--- src/rtl/sqrt_fp_controller.sv ---
// Sequencer for a lampFP square root: classifies the operand, drives an external significand
// sqrt core, then normalises and rounds its Q2.14 result back into a packed lampFP value.
module sqrt_fp_controller #(
    parameter int unsigned E_DW    = 8,
    parameter int unsigned F_DW    = 7,
    parameter int unsigned TIMEOUT = 63
) (
    input  logic                 clk,
    input  logic                 rst,
    input  logic                 doSqrt_i,
    input  logic [E_DW+F_DW:0]   op_i,
    output logic                 core_start_o,
    output logic [F_DW:0]        core_s_o,
    output logic                 core_exp_odd_o,
    input  logic                 core_valid_i,
    input  logic [15:0]          core_res_i,
    output logic                 valid_o,
    output logic [E_DW+F_DW:0]   res_o,
    output logic                 invalid_o,
    output logic                 err_o,
    output logic                 busy_o
);

    localparam int unsigned OP_W  = 1 + E_DW + F_DW;
    localparam int unsigned CNT_W = (TIMEOUT < 2) ? 1 : $clog2(TIMEOUT);

    localparam logic [E_DW-1:0]  EXP_ONES  = {E_DW{1'b1}};
    localparam logic [E_DW-1:0]  EXP_ONE   = 1;
    localparam logic [E_DW-1:0]  HALF_BIAS = (1 << (E_DW - 2)) - 1;
    localparam logic [F_DW-1:0]  FRAC_ZERO = '0;
    localparam logic [F_DW:0]    FRAC_ONE  = 1;
    localparam logic [OP_W-1:0]  QNAN      = {1'b0, EXP_ONES, 1'b1, {(F_DW-1){1'b0}}};
    localparam logic [OP_W-1:0]  PINF      = {1'b0, EXP_ONES, FRAC_ZERO};
    localparam logic [CNT_W-1:0] CNT_LAST  = CNT_W'(TIMEOUT - 1);
    localparam logic [CNT_W-1:0] CNT_ONE   = 1;

    typedef enum logic [1:0] {StIdle, StIssue, StWait, StPost} state_t;

    state_t            r_state, w_state_nxt;
    logic [E_DW-1:0]   r_exp, w_exp_nxt;
    logic [F_DW:0]     r_core_s, w_core_s_nxt;
    logic              r_exp_odd, w_exp_odd_nxt;
    logic [CNT_W-1:0]  r_cnt, w_cnt_nxt;
    logic [15:0]       r_core_res, w_core_res_nxt;
    logic              r_valid, w_valid_nxt;
    logic [OP_W-1:0]   r_res, w_res_nxt;
    logic              r_invalid, w_invalid_nxt;
    logic              r_err, w_err_nxt;

    logic              w_op_sign;
    logic [E_DW-1:0]   w_op_exp;
    logic [F_DW-1:0]   w_op_frac;
    logic              w_special;
    logic [OP_W-1:0]   w_spec_res;
    logic              w_spec_inv;

    logic [E_DW-1:0]   w_exp_base;
    logic [E_DW-1:0]   w_exp_norm;
    logic [13:0]       w_mant;
    logic [F_DW-1:0]   w_frac;
    logic              w_guard;
    logic              w_sticky;
    logic              w_round_up;
    logic [F_DW:0]     w_frac_rnd;
    logic [E_DW-1:0]   w_exp_fin;
    logic [OP_W-1:0]   w_post_res;

    assign w_op_sign = op_i[OP_W-1];
    assign w_op_exp  = op_i[OP_W-2:F_DW];
    assign w_op_frac = op_i[F_DW-1:0];

    // Operand classification; denormals flush to a signed zero before the sign test.
    always_comb begin
        w_special  = 1'b1;
        w_spec_res = '0;
        w_spec_inv = 1'b0;
        if (w_op_exp == EXP_ONES && w_op_frac != FRAC_ZERO) begin
            w_spec_res = QNAN;
        end else if (w_op_exp == EXP_ONES) begin
            w_spec_res = w_op_sign ? QNAN : PINF;
            w_spec_inv = w_op_sign;
        end else if (w_op_exp == '0) begin
            w_spec_res = {w_op_sign, {(OP_W-1){1'b0}}};
        end else if (w_op_sign) begin
            w_spec_res = QNAN;
            w_spec_inv = 1'b1;
        end else begin
            w_special  = 1'b0;
        end
    end

    // (E + bias) >> 1 rewritten as (E >> 1) + bias/2 + E[0] to stay within E_DW bits.
    assign w_exp_base = {1'b0, r_exp[E_DW-1:1]} + HALF_BIAS + {{(E_DW-1){1'b0}}, r_exp[0]};

    always_comb begin
        w_mant     = r_core_res[13:0];
        w_exp_norm = w_exp_base;
        if (r_core_res[15]) begin
            w_mant     = r_core_res[14:1];
            w_exp_norm = w_exp_base + EXP_ONE;
        end else if (!r_core_res[14]) begin
            w_mant     = {r_core_res[12:0], 1'b0};
            w_exp_norm = w_exp_base - EXP_ONE;
        end
    end

    assign w_frac     = w_mant[13 -: F_DW];
    assign w_guard    = w_mant[13 - F_DW];
    assign w_sticky   = |w_mant[12 - F_DW:0];
    assign w_round_up = w_guard & (w_sticky | w_frac[0]);
    assign w_frac_rnd = {1'b0, w_frac} + (w_round_up ? FRAC_ONE : '0);
    assign w_exp_fin  = w_frac_rnd[F_DW] ? (w_exp_norm + EXP_ONE) : w_exp_norm;
    assign w_post_res = {1'b0, w_exp_fin, w_frac_rnd[F_DW-1:0]};

    always_comb begin
        w_state_nxt    = r_state;
        w_exp_nxt      = r_exp;
        w_core_s_nxt   = r_core_s;
        w_exp_odd_nxt  = r_exp_odd;
        w_cnt_nxt      = r_cnt;
        w_core_res_nxt = r_core_res;
        w_valid_nxt    = 1'b0;
        w_res_nxt      = '0;
        w_invalid_nxt  = 1'b0;
        w_err_nxt      = 1'b0;
        unique case (r_state)
            StIdle: begin
                if (doSqrt_i) begin
                    w_exp_nxt     = w_op_exp;
                    w_core_s_nxt  = {1'b1, w_op_frac};
                    w_exp_odd_nxt = ~w_op_exp[0];
                    if (w_special) begin
                        w_valid_nxt   = 1'b1;
                        w_res_nxt     = w_spec_res;
                        w_invalid_nxt = w_spec_inv;
                    end else begin
                        w_state_nxt   = StIssue;
                    end
                end
            end
            StIssue: begin
                w_cnt_nxt   = '0;
                w_state_nxt = StWait;
            end
            StWait: begin
                if (core_valid_i) begin
                    w_core_res_nxt = core_res_i;
                    w_state_nxt    = StPost;
                end else if (r_cnt == CNT_LAST) begin
                    w_valid_nxt = 1'b1;
                    w_res_nxt   = QNAN;
                    w_err_nxt   = 1'b1;
                    w_state_nxt = StIdle;
                end else begin
                    w_cnt_nxt = r_cnt + CNT_ONE;
                end
            end
            StPost: begin
                w_valid_nxt = 1'b1;
                w_res_nxt   = w_post_res;
                w_state_nxt = StIdle;
            end
            default: w_state_nxt = StIdle;
        endcase
    end

    always_ff @(posedge clk) begin
        if (rst) begin
            r_state    <= StIdle;
            r_exp      <= '0;
            r_core_s   <= '0;
            r_exp_odd  <= 1'b0;
            r_cnt      <= '0;
            r_core_res <= '0;
            r_valid    <= 1'b0;
            r_res      <= '0;
            r_invalid  <= 1'b0;
            r_err      <= 1'b0;
        end else begin
            r_state    <= w_state_nxt;
            r_exp      <= w_exp_nxt;
            r_core_s   <= w_core_s_nxt;
            r_exp_odd  <= w_exp_odd_nxt;
            r_cnt      <= w_cnt_nxt;
            r_core_res <= w_core_res_nxt;
            r_valid    <= w_valid_nxt;
            r_res      <= w_res_nxt;
            r_invalid  <= w_invalid_nxt;
            r_err      <= w_err_nxt;
        end
    end

    assign core_start_o   = (r_state == StIssue);
    assign core_s_o       = r_core_s;
    assign core_exp_odd_o = r_exp_odd;
    assign valid_o        = r_valid;
    assign res_o          = r_res;
    assign invalid_o      = r_invalid;
    assign err_o          = r_err;
    assign busy_o         = (r_state != StIdle);

endmodule

--- config.mk ---
export PLATFORM = sky130hd
export DESIGN_NAME = sqrt_fp_controller
export DESIGN_NICKNAME = d
export VERILOG_FILES = /design/src/rtl/sqrt_fp_controller.sv
export SDC_FILE = /design/constraint.sdc
export NUM_CORES = 1
export LEC_CHECK = 0
export CAP_MARGIN = 20
export CORE_ASPECT_RATIO = 0.6
export CORE_MARGIN = 5
export CORE_UTILIZATION = 40
export DETAILED_ROUTE_END_ITERATION = 16
export GPL_TIMING_DRIVEN = 0
export PLACE_DENSITY_LB_ADDON = 0.08
export SYNTH_ARGS = -nofsm -noshare
export SYNTH_HDL_FRONTEND = slang
export SYNTH_SLANG_ARGS = --single-unit
--- constraint.sdc ---
create_clock -name clk -period 10 [get_ports clk]
set_input_delay 1.5 -clock clk [delete_from_list [all_inputs] [get_ports clk]]
set_output_delay 1.5 -clock clk [all_outputs]
set_load 0.02 [all_outputs]
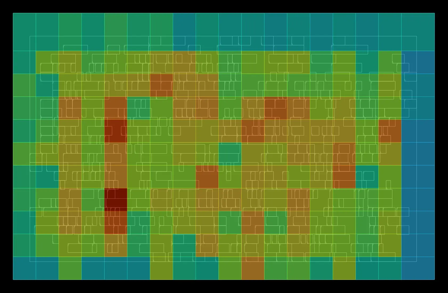
*Routing congestion, run 1*
busiest grt layer: met2
Wirelength per Cell: 13.6 um
final core utilization: 55.4%
GR Util All Layers: 17.2%

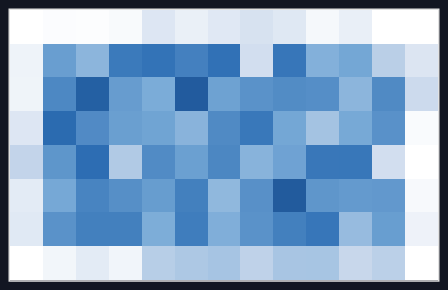
*Placement density heat map, run 1*
The die is cut into 13 by 8 equal tiles; white is low, dark blue is high, 0 to 100% covered.
tiles over 75% full: 4.8%
densest ninth of the die: centre
mean over tiles: 42%
nearly empty tiles: 7.7%
fullest tile: 83%
CORE AREA: 0.00795 mm^2
FP Core Util: 41.6%

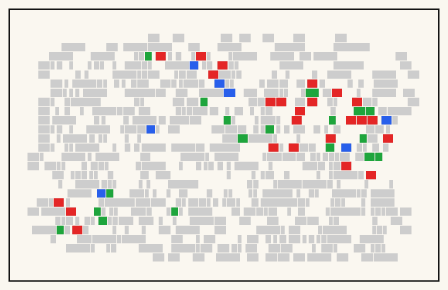
*Gate-type map, run 1*
| family | colour | cells |
|---|---|---|
| xor and xnor cells | red | 24 |
| and/or cells | green | 18 |
| non-inverting ao/oa cells | blue | 7 |
combinational share of cell area: 44.1%
Top cell excl fill/tap: nand2_1
Non-Filler Instances: 612

==> flow_summary.ini, run 1 <==
; physical design summary
[logic_synthesis]
synthTopCellsByCount = 91 x nand2_1, 60 x dfxtp_1, 45 x a21oi_1
yosysSeqAreaShare_pct = 36.3
top_area_cell = dfxtp_1
yosys.cell_count.top_type = nand2_1
ys_area_mm2 = 0.00330
yosysWarnings = 0
synthCells = 424
ys_sh_simple_pct = 26.8
xor_share_pct = 6.36
syn_area_per_cell_um2 = 7.79
mux_area_share_pct = 4.28
edf_count = 0
ys_cells = 424
ys.flops = 60
synthAoiAreaFrac_pct = 16.0
netlist-cell-type-count = 53

[die]
fp-row-count = 25
die_width_um = 127
die_area_mm2 = 0.0102
ios = 66
tapCellCount = 108
die_y_um = 80.4

[cells_and_area]
n_fill_cell = 777
n_sequential_cell = 60
layout_top_cells = 91 x nand2_1, 64 x clkdlybuf4s50_1, 60 x dfxtp_1
clk_share_pct = 7.25
largest_class = combinational gates
num-multi-input-gates = 329
buffer_area_share_pct = 17.2
antenna_cells = 0
final_nets = 549
signal_buffers = 87
n_clock_buffer = 12
final_cell_area_mm2 = 0.00440
drive_above_1_share_pct = 5.75
register_area_mm2 = 0.00120

[route]
wl_met1_um = 4410
vias = 3095
drtIter0Drc = 222
wl_met3_um = 456
drc = 0
totalWireLength_um = 8320
routed_via_density = 5.06
drtAntennaViolNets = 0

[hold_path]
hold_depth = 2
worstHoldEndpoint = core_s_o[0]
hp-start = core_s_o[0]
hp-class = register to register

[timing]
final.min_clock_period_ns = 3.39
rsz0062_at_grt = no
fin_skew_ns = 0.00979
hold_viol = 0
worst_slack_ns = 6.61
slew_violations = 0
worstMarginPinSlew_ns = 0.582
fin_tns_setup_ns = 0
final-setup-viol-count = 0
whs_ns = 0.455
period_used_pct = 33.9

[worst_setup_path]
cpMostUsedCell = ha_1
r2r_cells = 13
cp_max_fo = 6
path_depth = 13
critical_path.cell_chain = inv_1, ha_1, ha_1, inv_1, ha_1, mux2_2, o21ai_0, ha_1, inv_1, or4_4, o21bai_1, or4_1, nand3_1
path_buffers = 3
slowest_stage = or4_4
r2r_end = res_o[13]
critPathMaxStageDelay_ns = 0.53
cp-start-kind = register

[global_route]
grt_pass1_wl_um = 14000
use_met2_pct = 24.8
met3_usage_pct = 4.45
grt_max_degree = 11
grt_pass1_vias = 2933
antenna_found_initial = 0
use_met1_pct = 24.5

[clocking]
ctsHoldBuffers = 0
clock.latency.late_pin_ns = 0.33
numCtsBuffers = 9
clk_pin_slew_ns = 0.05
cts_buffer_depth = 2
postCtsSetupBuffers = 0
clock-root-buffer = clkbuf_16

[power_and_ir_drop]
powerClk_w = 0.000331
p_seq_w = 0.000289
p_comb_w = 0.000365
p_sw_w = 0.000338
power.total_w = 0.000984
peakVddDrop_uv = 87.7
power_leader = combinational cells
switching_share_pct = 34.3

[placement]
portBuffers = 64
gp_congestion = 0.801
place_inst = 596
hpwl_um = 6390

[flow_run]
tool_warnings = 33
max_cap_violations = 0

[outcome]
outcome = complete, no violations
### Met2 routing, run 1

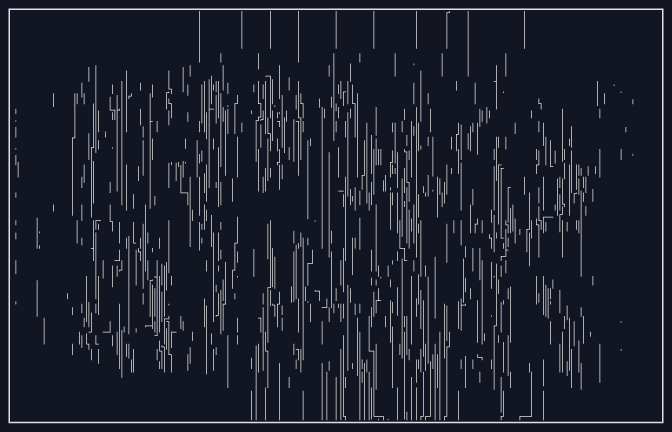

==> run 2, diff against run 1 <==
==> constraint.sdc (replaced) <==
create_clock -name clk -period 2.85 [get_ports clk]
set_input_delay 0.4275 -clock clk [delete_from_list [all_inputs] [get_ports clk]]
set_output_delay 0.4275 -clock clk [all_outputs]
set_load 0.02 [all_outputs]
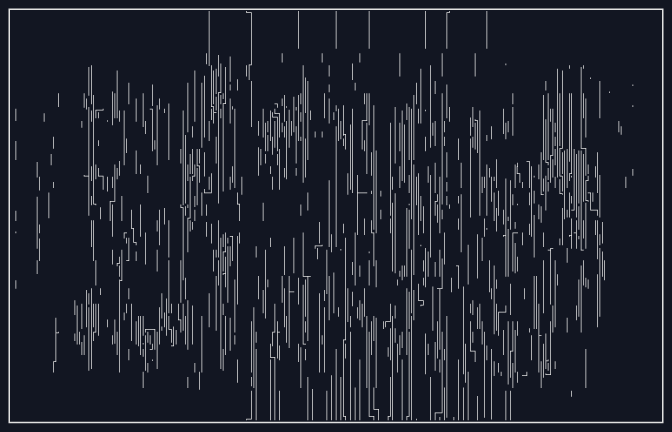
*Met2 routing, run 2*
nets with wire on the layer: 453
main direction: vertical
final wirelength: 9130 um
routed via count: 3187
met2 usage: 28.0%

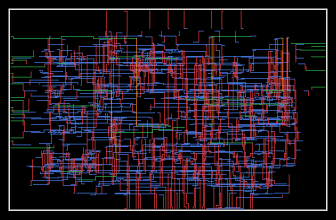
*Metal layers overlaid, run 2*
| layer | colour | wire length |
|---|---|---|
| M4 | orange | 143 um |
| M1 | blue | 4600 um |
| M3 | green | 439 um |
| M2 | red | 3950 um |
GR Util All Layers: 18.8%
Wirelength per Cell: 14.7 um

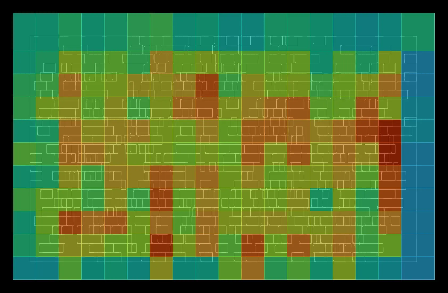
*Routing congestion, run 2*
met3 usage: 5.85%
final core utilization: 57.6%

==> flow_summary.ini, run 2 <==
; physical design summary
[cells_and_area]
final_nets = 558
clk_share_pct = 6.62
sh_comb_area_pct = 45.1
final_common_cell = nand2_1
layout_top_cells = 91 x nand2_1, 64 x clkdlybuf4s50_1, 58 x dfxtp_1
n_sequential_cell = 60
num-multi-input-gates = 329
drive_above_1_share_pct = 12.3
buffer_area_share_pct = 18.1
antenna_cells = 0
finalNonFillerCells = 621
n_fill_cell = 759
largest_class = combinational gates
final_cell_area_mm2 = 0.00458

[logic_synthesis]
netlist-cell-type-count = 53
ys_area_mm2 = 0.00330
syn_area_per_cell_um2 = 7.79
xor_share_pct = 6.36
ys.flops = 60
yosys.cell_count.top_type = nand2_1
top_area_share_pct = 36.3
top_area_cell = dfxtp_1
synthTopCellsByCount = 91 x nand2_1, 60 x dfxtp_1, 45 x a21oi_1
yosysWarnings = 0
synthCells = 424
mux_area_share_pct = 4.28
ys_sh_simple_pct = 26.8
ys_cells = 424
yosysSeqAreaShare_pct = 36.3

[power_and_ir_drop]
p_sw_w = 0.00131
powerClk_w = 0.00109
switching_share_pct = 36.0
peakVddDrop_uv = 334
p_seq_w = 0.00102
power.total_w = 0.00363
p_comb_w = 0.00152

[worst_setup_path]
critical_path.cell_chain = inv_2, ha_4, ha_4, inv_2, ha_4, mux2_4, o21ai_4, ha_2, inv_2, or4_4, o21bai_4, or4_1, nand3_1
path_buffers = 3
path_depth = 13
cp_max_fo = 3
slowest_stage = or4_4
cp-start-kind = register
r2r_end = res_o[13]
r2r_cells = 13

[hold_path]
hp-start = r_core_res[4]
worstHoldEndpoint = r_core_res[4]
hold_depth = 2
hp-class = register to register

[placement]
hpwl_um = 6780
gp_congestion = 0.796
place_inst = 596
portBuffers = 64

[flow_run]
max_cap_violations = 0
tool_warnings = 36

[global_route]
grt_max_degree = 12
antenna_found_initial = 0
grt_pass1_wl_um = 15200
grt_pass1_vias = 3101
use_met1_pct = 25.4

[die]
tapCellCount = 108
die_y_um = 80.4
core_area_mm2 = 0.00795
ios = 66
die_width_um = 127
fp_util_pct = 41.6
fp-row-count = 25
die_area_mm2 = 0.0102

[timing]
final.min_clock_period_ns = 2.99
final-setup-viol-count = 2
rsz0062_at_grt = yes
worstMarginPinSlew_ns = 0.604
hold_viol = 0
whs_ns = 0.457
fin_skew_ns = 0.00402
slew_violations = 0
period_used_pct = 105
fin_tns_setup_ns = -0.271
worst_slack_ns = -0.137

[route]
drc = 0
routed_via_density = 5.13
drtAntennaViolNets = 0
drtIter0Drc = 221
wl_met1_um = 4600
wl_met3_um = 438

[clocking]
cts_buffer_depth = 2
postCtsSetupBuffers = 3
clock-root-buffer = clkbuf_16
ctsHoldBuffers = 0

[outcome]
violations = setup timing
outcome = complete, but fails checks
